--- config.mk ---
export PLATFORM = sky130hd
export DESIGN_NAME = scroll_msg_source
export DESIGN_NICKNAME = d
export VERILOG_FILES = /design/src/rtl/seg7_pkg.sv /design/src/rtl/seg7_ascii_enc.sv /design/src/rtl/scroll_msg_source.sv
export SDC_FILE = /design/constraint.sdc
export NUM_CORES = 1
export LEC_CHECK = 0
export CELL_PAD_IN_SITES_DETAIL_PLACEMENT = 1
export CELL_PAD_IN_SITES_GLOBAL_PLACEMENT = 2
export CORE_MARGIN = 2
export CORE_UTILIZATION = 47
export CTS_CLUSTER_DIAMETER = 60
export DETAILED_ROUTE_END_ITERATION = 10
export PLACE_DENSITY_LB_ADDON = 0.1
export SYNTH_ARGS = -nofsm -noshare
export SYNTH_HDL_FRONTEND = slang
export SYNTH_SLANG_ARGS = --single-unit
--- constraint.sdc ---
create_clock -name real_clk -period 3.02 [get_ports real_clk]
set_clock_uncertainty 0.1 [all_clocks]
set_input_delay 0.302 -clock real_clk [delete_from_list [all_inputs] [get_ports real_clk]]
set_output_delay 0.302 -clock real_clk [all_outputs]
set_load 0.02 [all_outputs]
--- src/rtl/seg7_pkg.sv ---
// Shared definitions for the message-fed 7-seg scroller: active-low glyph codes {g,f,e,d,c,b,a}
// and the message source state encoding.
package seg7_pkg;

  typedef enum logic [1:0] {
    IDLE = 2'd0,
    LOAD = 2'd1,
    PLAY = 2'd2
  } state_t;

  localparam logic [6:0] CHAR_0 = 7'b1000000;
  localparam logic [6:0] CHAR_1 = 7'b1111001;
  localparam logic [6:0] CHAR_2 = 7'b0100100;
  localparam logic [6:0] CHAR_3 = 7'b0110000;
  localparam logic [6:0] CHAR_4 = 7'b0011001;
  localparam logic [6:0] CHAR_5 = 7'b0010010;
  localparam logic [6:0] CHAR_6 = 7'b0000010;
  localparam logic [6:0] CHAR_7 = 7'b1111000;
  localparam logic [6:0] CHAR_8 = 7'b0000000;
  localparam logic [6:0] CHAR_9 = 7'b0010000;
  localparam logic [6:0] CHAR_A = 7'b0001000;
  localparam logic [6:0] CHAR_B = 7'b0000000;
  localparam logic [6:0] CHAR_U = 7'b1000001;
  localparam logic [6:0] DASH   = 7'b0111111;
  localparam logic [6:0] SPACE  = 7'b1111111;

endpackage

--- src/rtl/seg7_ascii_enc.sv ---
// Combinational ASCII to active-low 7-seg encoder; lowercase folds to uppercase and
// anything without a glyph comes out blank.
module seg7_ascii_enc
  import seg7_pkg::*;
(
  input  logic [7:0] ascii,
  output logic [6:0] code
);

  logic [7:0] upper;

  always_comb begin
    upper = ascii;
    if (ascii >= 8'h61 && ascii <= 8'h7A) begin
      upper = ascii - 8'h20;
    end
  end

  always_comb begin
    code = SPACE;
    case (upper)
      8'h30:   code = CHAR_0;
      8'h31:   code = CHAR_1;
      8'h32:   code = CHAR_2;
      8'h33:   code = CHAR_3;
      8'h34:   code = CHAR_4;
      8'h35:   code = CHAR_5;
      8'h36:   code = CHAR_6;
      8'h37:   code = CHAR_7;
      8'h38:   code = CHAR_8;
      8'h39:   code = CHAR_9;
      8'h41:   code = CHAR_A;
      8'h42:   code = CHAR_B;
      8'h55:   code = CHAR_U;
      8'h2D:   code = DASH;
      default: code = SPACE;
    endcase
  end

endmodule

--- src/rtl/scroll_msg_source.sv ---
// Message source for the 7-seg scroller: loads an encoded message over valid/ready, then
// replays it cyclically per consumer step. Optional per-char LED storage via SCROLL_LED_EN.
//
// state | meaning
// IDLE  | buffer empty, waiting for the first char
// LOAD  | chars arriving, message not yet closed
// PLAY  | message closed, replaying one code per step
module scroll_msg_source
  import seg7_pkg::*;
#(
  parameter  int MAX_LEN = 16,
  localparam int PTR_W   = $clog2(MAX_LEN),
  localparam int LEN_W   = $clog2(MAX_LEN + 1)
) (
  input  logic             real_clk,
  input  logic             rst,
  input  logic             clr,
  input  logic             wr_valid,
  output logic             wr_ready,
  input  logic [7:0]       wr_char,
  input  logic             wr_last,
  input  logic             wr_led,
  input  logic             step,
  output logic [6:0]       seg_code,
  output logic             seg_valid,
  output logic             led_bit,
  output logic [LEN_W-1:0] msg_len
);

  state_t           state, next_state;
  logic [PTR_W-1:0] wr_ptr, rd_ptr;
  logic [6:0]       code_mem [MAX_LEN];
  logic [6:0]       enc_code;
  logic             wr_fire;
  logic             close_msg;
  logic             play;

  seg7_ascii_enc u_enc (
    .ascii (wr_char),
    .code  (enc_code)
  );

  assign play      = (state == PLAY);
  assign wr_ready  = !play;
  assign wr_fire   = wr_valid && wr_ready && !clr;
  assign close_msg = wr_last || (wr_ptr == PTR_W'(MAX_LEN - 1));

  always_ff @(posedge real_clk or posedge rst) begin
    if (rst) state <= IDLE;
    else     state <= next_state;
  end

  always_comb begin
    next_state = state;
    if (clr) begin
      next_state = IDLE;
    end else if (wr_fire) begin
      next_state = close_msg ? PLAY : LOAD;
    end
  end

  always_ff @(posedge real_clk or posedge rst) begin
    if (rst) begin
      wr_ptr  <= '0;
      rd_ptr  <= '0;
      msg_len <= '0;
    end else if (clr) begin
      wr_ptr  <= '0;
      rd_ptr  <= '0;
      msg_len <= '0;
    end else if (wr_fire) begin
      if (close_msg) begin
        // Write side restarts at 0 so the next load after clr lines up with rd side.
        wr_ptr  <= '0;
        rd_ptr  <= '0;
        msg_len <= LEN_W'(wr_ptr) + LEN_W'(1);
      end else begin
        wr_ptr <= wr_ptr + PTR_W'(1);
      end
    end else if (play && step) begin
      if (LEN_W'(rd_ptr) == msg_len - LEN_W'(1)) rd_ptr <= '0;
      else                                      rd_ptr <= rd_ptr + PTR_W'(1);
    end
  end

  always_ff @(posedge real_clk) begin
    if (wr_fire) code_mem[wr_ptr] <= enc_code;
  end

  assign seg_valid = play;
  assign seg_code  = play ? code_mem[rd_ptr] : SPACE;

`ifdef SCROLL_LED_EN
  logic led_mem [MAX_LEN];

  always_ff @(posedge real_clk) begin
    if (wr_fire) led_mem[wr_ptr] <= wr_led;
  end

  assign led_bit = play ? led_mem[rd_ptr] : 1'b0;
`else
  logic unused_wr_led;

  assign unused_wr_led = wr_led;
  assign led_bit       = 1'b0;
`endif

endmodule

Run 1, the clock network:
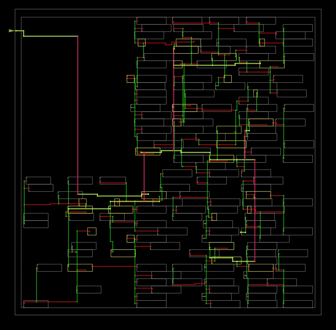
Latency at later pin: 0.41 ns
clock buffer count: 18
FF+latch count: 127

Run 1, metal 4:
The bar under the picture is 20 um long.
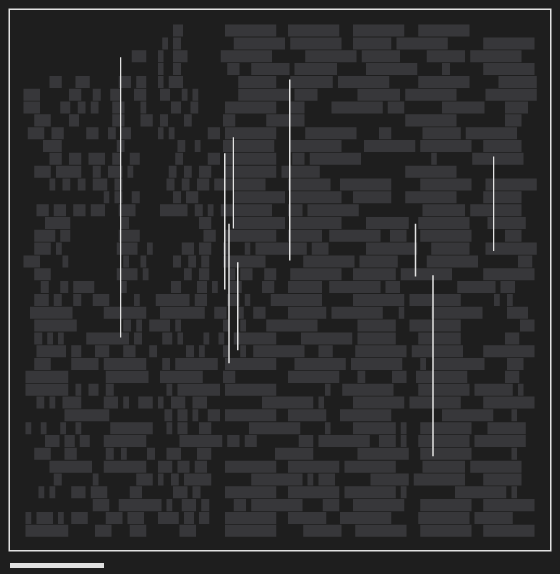
main direction: vertical
longest straight run: 59.2 um
WL final: 13.3 mm
vias: 3515

Run 1, metal layers overlaid:
Two of the layers only.
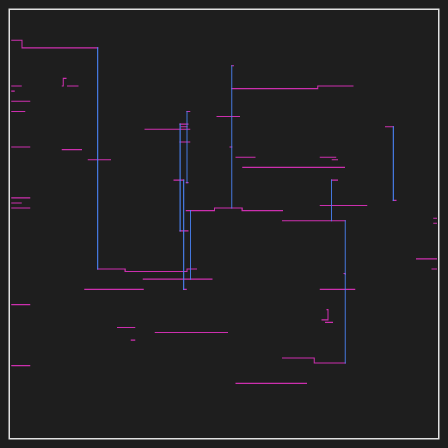
| layer | color | wire length |
|---|---|---|
| metal 4 | blue | 261 um |
| metal 3 | magenta | 390 um |
routed len/inst: 22.2 um
GRT Resource Usage Total: 21.8%

Run 1, sizing map:
The bar under the picture is 20 um long.
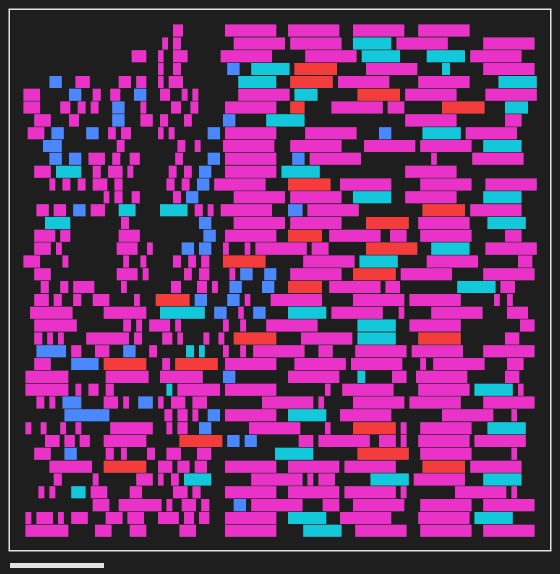
| size | color | cells | share |
|---|---|---|---|
| _6 and larger | red | 23 | 5.1% |
| _3 and _4 cells | blue | 46 | 10% |
| _0 and _1 cells | magenta | 342 | 75% |
| _2 cells | cyan | 42 | 9.3% |
post-route setup slack: 0.132 ns
post-route cell area: 6980 um2
Signal buffers: 64

==> impl_metrics.env, run 1 <==
# physical design summary
export IMPL_status="finished, final reports clean"
export IMPL_switchingPower_uw=952
export IMPL_n_all_inverters=14
export IMPL_crit_end="seg_code[0]"
export IMPL_drive_above_1_share_pct=24.5
export IMPL_io_pins=30
export IMPL_comb_area_share_pct=26.5
export IMPL_synth_cell_types=55
export IMPL_lay_top_count="edfxtp_1"
export IMPL_ff_type="edfxtp_1"
export IMPL_synth_edff_count=112
export IMPL_ys_top_cells_by_count="edfxtp_1, nand2_1, mux4_2"
export IMPL_required_ns=2.62
export IMPL_yosys_area_top_type="edfxtp_1"
export IMPL_grt_first_pass_wirelength_mm=20.3
export IMPL_num_fill_cells=1139
export IMPL_n_antenna_cell=0
export IMPL_syn_to_final_growth_pct=21.6
export IMPL_logic_area_um2=1850
export IMPL_whs_ns=0.157
export IMPL_ys_cells=380
export IMPL_area_share_clock_buf_inv_pct=8.19
export IMPL_end_kind="primary output"
export IMPL_multi_input_comb_cells=216
export IMPL_nets=462
export IMPL_reg2reg_to="rd_ptr[3]"
export IMPL_die_width_um=115
export IMPL_place_inst=567
export IMPL_hold_buffers=0
export IMPL_wl_met2_mm=7.28
export IMPL_seq_power_share_pct=45.4
export IMPL_cts_tree="built"
export IMPL_mux_share_pct=12.2
export IMPL_routabilityCongestion=0.759
export IMPL_num_rows=40
export IMPL_top_logic_kind="multiplexers"
export IMPL_routed_top_layer="met4"
export IMPL_grt_pass1_vias=3718
export IMPL_grt_max_degree=32
export IMPL_final_cells=600
export IMPL_yosysTopAreaCellShare_pct=58.6
export IMPL_hp_class="in -> async"
export IMPL_crit_family="buffers and inverters"
export IMPL_largestRegisters="code_mem (112), msg_len (5)"
export IMPL_timing_fmax_ghz=0.346
export IMPL_p_seq_uw=1930
export IMPL_wl_met3_um=390
export IMPL_critPathSlowestCell="clkdlybuf4s50_1"
export IMPL_top_usage_layer="met2"
export IMPL_seq_share_pct=53.5
export IMPL_layout_top_cells="edfxtp_1, nand2_1, buf_4"
export IMPL_top_register="code_mem"
export IMPL_place_area_um2=6400
export IMPL_register_area_um2=3740
export IMPL_core_area_um2=12000
export IMPL_largest_register_ffs=112
export IMPL_cts_clk_slew_worst_paths_ns=0.06
export IMPL_powerComb_uw=360
export IMPL_cts_buffer_depth=2
export IMPL_finalCriticalPeriod_ns=2.89
export IMPL_fin_util_pct=58.4
export IMPL_cts_repair_resized=4
export IMPL_grt_met3_usage_pct=4.34
export IMPL_io_buffers=27
export IMPL_dr_pass1_iters=4
export IMPL_startpoint="state[0]"
export IMPL_ys_sh_xor_pct=1.07
export IMPL_m1WireLength_mm=5.41
export IMPL_dp_hpwl_mm=8.69
export IMPL_synth_most_common_cell="edfxtp_1"
export IMPL_regToRegSetupSlack_ns=0.90
export IMPL_met1_usage_pct=25.4
export IMPL_cts_buffers=17
export IMPL_power_uw=4250
export IMPL_ys_area_um2=5740
export IMPL_slowest_delay_ns=0.59
export IMPL_power_density_nw_per_um2=608
export IMPL_warnings=30
export IMPL_ys_sh_aoi_pct=8.04
export IMPL_adder_share_pct=1.53
export IMPL_powerClk_uw=1960
export IMPL_slew_violations=0
export IMPL_buf_share_pct=8.38
export IMPL_crit_path_max_fanout=7
export IMPL_p_clk_share_pct=46.1
export IMPL_synthCells=380
export IMPL_p_int_uw=3290
export IMPL_start_kind="flop"
export IMPL_rsz0062_at_grt="no"
export IMPL_switching_share_pct=22.4
export IMPL_finalSetupTns_ns=0
export IMPL_rr_startpoint="wr_ptr[0]"
export IMPL_clock_sinks=127
export IMPL_cts_setup_buffers=0
export IMPL_worstPathArrival_ns=2.49
export IMPL_fp_dieH_um=115
export IMPL_drtIter0Drc=205
export IMPL_largest_class="sequential cells"
export IMPL_synthArstFlopShare_pct=11.8
export IMPL_synth_flop_count=127
export IMPL_finalClockPeriodUsage_pct=95.6
export IMPL_drc=0
export IMPL_synth_simple_area_share_pct=9.07
export IMPL_crit_chain="nand2b_1, inv_1, and2_0, a32oi_1, clkdlybuf4s50_1"
export IMPL_cp_depth=5
export IMPL_met2_usage_pct=39.3
export IMPL_synth_cell_area_um2=5740
export IMPL_maxCapViolations=0
export IMPL_dieArea_um2=13100
export IMPL_yosysSeqAreaShare_pct=65.1
export IMPL_final_antenna_net_count=0
export IMPL_worst_setup_path_type="reg -> out"
export IMPL_worstMarginPinSlew_ns=1.28
export IMPL_syn_area_per_cell_um2=15.1
export IMPL_dpl_worst_slack_ns=0.00904
export IMPL_viasPerCell=5.86
export IMPL_power_frac_comb_pct=8.5
export IMPL_power_top_consumer="the clock network"
export IMPL_irDropWorstVdd_v=0.000369
export IMPL_initial_core_util_pct=48.0
export IMPL_ys_warn_count=0
export IMPL_grt_overflow_total=0
Run 1, M2 wires:
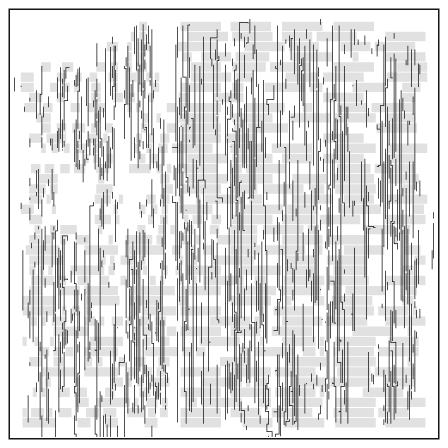

==> inputs of run 2 (changes only) <==
--- a/config.mk
+++ b/config.mk
@@ -9,7 +9,8 @@
 export CELL_PAD_IN_SITES_GLOBAL_PLACEMENT = 2
 export CORE_MARGIN = 2
 export CORE_UTILIZATION = 47
-export CTS_CLUSTER_DIAMETER = 60
+export CTS_BUF_LIST = sky130_fd_sc_hd__clkbuf_8 sky130_fd_sc_hd__clkbuf_16
+export CTS_CLUSTER_DIAMETER = 200
 export DETAILED_ROUTE_END_ITERATION = 10
 export PLACE_DENSITY_LB_ADDON = 0.1
 export SYNTH_ARGS = -nofsm -noshare
==> constraint.sdc (replaced) <==
create_clock -name real_clk -period 3.4 [get_ports real_clk]
set_clock_uncertainty 0.1 [all_clocks]
set_input_delay 0.34 -clock real_clk [delete_from_list [all_inputs] [get_ports real_clk]]
set_output_delay 0.34 -clock real_clk [all_outputs]
set_load 0.02 [all_outputs]
Run 2, M2 wires:
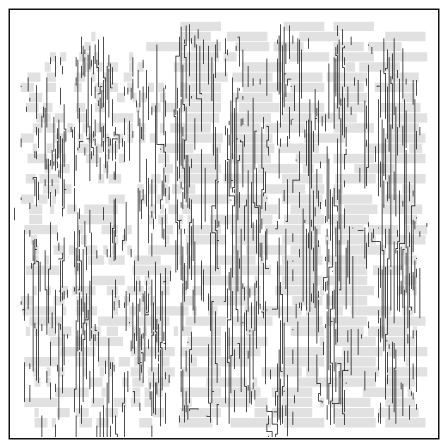
main direction: vertical
share of all routed wire: 51%
nets with wire on the layer: 405
WL final: 12.9 mm
met2 GRT Util: 36.2%
vias: 3477

Run 2, metal 4:
The bar under the picture is 20 um long.
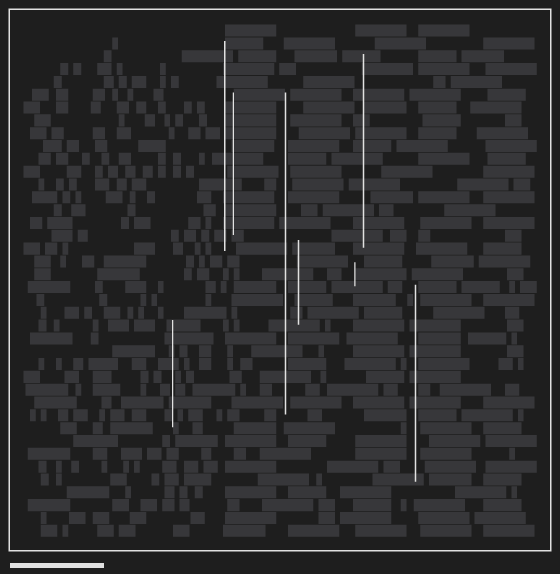
share of all routed wire: 2.1%
wire length on this layer: 269 um

==> run 2 against run 1 <==
Effect of this change:
- synthesized area unchanged
- clock power about the same
- final area decreased by 0.48%
- synthesized cell count unchanged
- flip-flop count unchanged
- first-iteration DRC count increased by 14%
- global-route usage about the same
- highest routed layer unchanged
==> impl_metrics.env, run 2 <==
# physical design summary
export IMPL_clkbuf_count=17
export IMPL_fin_ws_ns=0.217
export IMPL_fin_util_pct=58.1
export IMPL_yosysSeqAreaShare_pct=65.1
export IMPL_cts_tree="built"
export IMPL_num_rows=40
export IMPL_grt_max_degree=31
export IMPL_dieArea_um2=13100
export IMPL_powerComb_uw=293
export IMPL_power_density_nw_per_um2=569
export IMPL_n_antenna_cell=0
export IMPL_reg2reg_to="code_mem[11][5]"
export IMPL_p_clk_share_pct=49.0
export IMPL_regToRegSetupSlack_ns=0.95
export IMPL_power_frac_comb_pct=7.4
export IMPL_cts_clk_slew_worst_paths_ns=0.06
export IMPL_p_seq_uw=1720
export IMPL_ys_top_cells_by_count="edfxtp_1, nand2_1, mux4_2"
export IMPL_grt_pass1_vias=3718
export IMPL_syn_to_final_growth_pct=21.1
export IMPL_ys_warn_count=0
export IMPL_timing_fmax_ghz=0.314
export IMPL_met1_usage_pct=28.1
export IMPL_dr_pass1_iters=4
export IMPL_maxCapViolations=0
export IMPL_mux_share_pct=12.2
export IMPL_yosys_area_top_type="edfxtp_1"
export IMPL_synthArstFlopShare_pct=11.8
export IMPL_ys_area_um2=5740
export IMPL_logic_area_um2=1840
export IMPL_ys_sh_xor_pct=1.07
export IMPL_power_top_consumer="the clock network"
export IMPL_adder_share_pct=1.53
export IMPL_ff_type="edfxtp_1"
export IMPL_initial_core_util_pct=48.0
export IMPL_clock_sinks=127
export IMPL_top_logic_kind="multiplexers"
export IMPL_clkLatencyLatePin_ns=0.42
export IMPL_multi_input_comb_cells=216
export IMPL_power_uw=3960
export IMPL_final_cells=591
export IMPL_crit_path_max_fanout=18
export IMPL_synth_most_common_cell="edfxtp_1"
export IMPL_grt_met3_usage_pct=4.34
export IMPL_comb_area_share_pct=26.5
export IMPL_cts_buffers=17
export IMPL_switching_share_pct=22.2
export IMPL_nonClockBufferCount=55
export IMPL_largest_class="sequential cells"
export IMPL_nets=453
export IMPL_layout_top_cells="edfxtp_1, nand2_1, mux4_2"
export IMPL_ys_sh_aoi_pct=8.04
export IMPL_seq_cells=127
export IMPL_routabilityCongestion=0.810
export IMPL_crit_family="buffers and inverters"
export IMPL_critPathSlowestCell="dfrtp_4"
export IMPL_area_share_clock_buf_inv_pct=9.14
export IMPL_warnings=30
export IMPL_final_antenna_net_count=0
export IMPL_crit_chain="buf_4, mux4_2, nand2_1, a32oi_1, clkdlybuf4s50_1"
export IMPL_viasPerCell=5.88
export IMPL_finalClockPeriodUsage_pct=93.6
export IMPL_io_pins=30
export IMPL_cts_repair_resized=0
export IMPL_cts_buffer_depth=2
export IMPL_irDropWorstVdd_v=0.000346
export IMPL_fin_area_um2=6950
export IMPL_switchingPower_uw=877
export IMPL_place_inst=559
export IMPL_seq_share_pct=53.8
export IMPL_yosysTopAreaCellShare_pct=58.6
export IMPL_worstPathArrival_ns=2.74
export IMPL_hold_buffers=0
export IMPL_place_area_um2=6310
export IMPL_synth_cell_types=55
export IMPL_io_buffers=27
export IMPL_grtUsageTotal_pct=21.8
export IMPL_worstMarginPinSlew_ns=1.35
export IMPL_wl_met3_um=681
export IMPL_top_usage_layer="met2"
export IMPL_startpoint="rd_ptr[0]"
export IMPL_finalCriticalPeriod_ns=3.18
export IMPL_m1WireLength_mm=5.38
export IMPL_dpl_worst_slack_ns=0.273
export IMPL_n_all_inverters=14
export IMPL_slowest_delay_ns=0.65
export IMPL_required_ns=2.96
export IMPL_synth_cell_area_um2=5740
export IMPL_num_fill_cells=1131
export IMPL_grt_first_pass_wirelength_mm=20.7
export IMPL_wl_per_cell_um=21.8
export IMPL_lay_top_count="edfxtp_1"
export IMPL_top_register="code_mem"
export IMPL_core_area_um2=12000
export IMPL_ys_cells=380
export IMPL_status="finished, final reports clean"
export IMPL_grt_overflow_total=0
export IMPL_hp_class="in -> async"
export IMPL_p_int_uw=3080
export IMPL_die_width_um=115
export IMPL_rr_startpoint="state[0]"
==> inputs of run 3 (changes only) <==
--- a/config.mk
+++ b/config.mk
@@ -13,6 +13,7 @@
 export CTS_CLUSTER_DIAMETER = 200
 export DETAILED_ROUTE_END_ITERATION = 10
 export PLACE_DENSITY_LB_ADDON = 0.1
+export SLEW_MARGIN = 20
 export SYNTH_ARGS = -nofsm -noshare
 export SYNTH_HDL_FRONTEND = slang
 export SYNTH_SLANG_ARGS = --single-unit
Run 3, M2 wires:
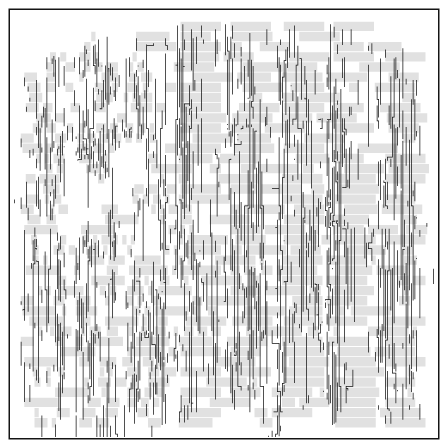
share of all routed wire: 50%
longest straight run: 54.4 um
vias: 3506
met2 GRT Util: 34.4%
WL final: 12.6 mm

Run 3, metal layers overlaid:
Two of the layers only.
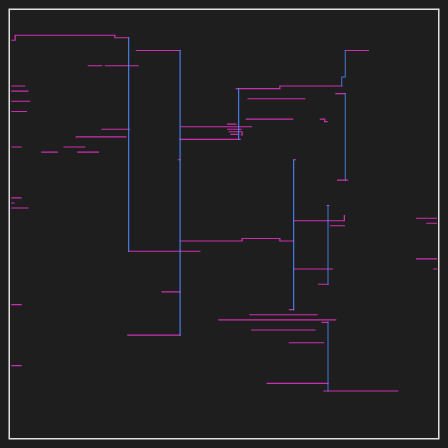
| layer | color | wire length |
|---|---|---|
| metal 3 | magenta | 472 um |
| metal 4 | blue | 260 um |
GRT Resource Usage Total: 21.0%
routed len/inst: 21.1 um

==> run 3 against run 2 <==
Effect of this change:
- sequential power hardly changed
- sequential share of layout area decreased by 0.31 points
- power is 1.8% lower
- non-clock buffer count is 5 higher
- critical path type unchanged
- largest cell class unchanged
- largest power group unchanged
==> impl_metrics.env, run 3 <==
# physical design summary
export IMPL_drive_above_1_share_pct=24.5
export IMPL_n_all_inverters=14
export IMPL_synth_flop_count=127
export IMPL_io_buffers=27
export IMPL_grt_pass1_vias=3593
export IMPL_buf_share_pct=7.77
export IMPL_num_fill_cells=1105
export IMPL_startpoint="state[0]"
export IMPL_synthCells=380
export IMPL_cts_repair_resized=1
export IMPL_register_area_um2=3740
export IMPL_cts_tree="built"
export IMPL_power_frac_comb_pct=8.2
export IMPL_worstPathArrival_ns=2.75
export IMPL_nonClockBufferCount=60
export IMPL_viasPerCell=5.88
export IMPL_p_seq_uw=1710
export IMPL_ys_cells=380
export IMPL_switching_share_pct=22.4
export IMPL_cp_depth=5
export IMPL_core_area_um2=12000
export IMPL_crit_chain="nand2b_1, inv_1, and2_0, a32oi_1, clkdlybuf4s50_1"
export IMPL_finalSetupTns_ns=0
export IMPL_cts_setup_buffers=0
export IMPL_irDropWorstVdd_v=0.000322
export IMPL_fp_dieH_um=115
export IMPL_drtIter0Drc=245
export IMPL_rsz0062_at_grt="no"
export IMPL_largest_register_ffs=112
export IMPL_grt_overflow_total=0
export IMPL_fin_area_um2=6990
export IMPL_seq_cells=127
export IMPL_wl_met3_um=472
export IMPL_status="finished, final reports clean"
export IMPL_power_top_consumer="the clock network"
export IMPL_switchingPower_uw=871
export IMPL_cts_buffers=17
export IMPL_wl_met2_mm=6.29
export IMPL_lay_top_count="edfxtp_1"
export IMPL_top_register="code_mem"
export IMPL_seq_share_pct=53.5
export IMPL_whs_ns=0.207
export IMPL_worst_setup_path_type="reg -> out"
export IMPL_required_ns=2.96
export IMPL_yosys_area_top_type="edfxtp_1"
export IMPL_n_antenna_cell=0
export IMPL_cts_clk_slew_worst_paths_ns=0.06
export IMPL_yosysTopAreaCellShare_pct=58.6
export IMPL_crit_end="seg_code[1]"
export IMPL_comb_area_share_pct=26.5
export IMPL_initial_core_util_pct=48.0
export IMPL_place_inst=560
export IMPL_power_uw=3890
export IMPL_area_share_clock_buf_inv_pct=8.79
export IMPL_io_pins=30
export IMPL_nets=458
export IMPL_place_area_um2=6320
export IMPL_clock_sinks=127
export IMPL_routed_top_layer="met4"
export IMPL_drc=0
export IMPL_timing_fmax_ghz=0.313
export IMPL_end_kind="primary output"
export IMPL_num_rows=40
export IMPL_top_usage_layer="met2"
export IMPL_regToRegSetupSlack_ns=0.93
export IMPL_fin_ws_ns=0.209
export IMPL_hold_buffers=0
export IMPL_ys_top_cells_by_count="edfxtp_1, nand2_1, mux4_2"
No activity file was given, so power comes from the tool's default toggle rates.
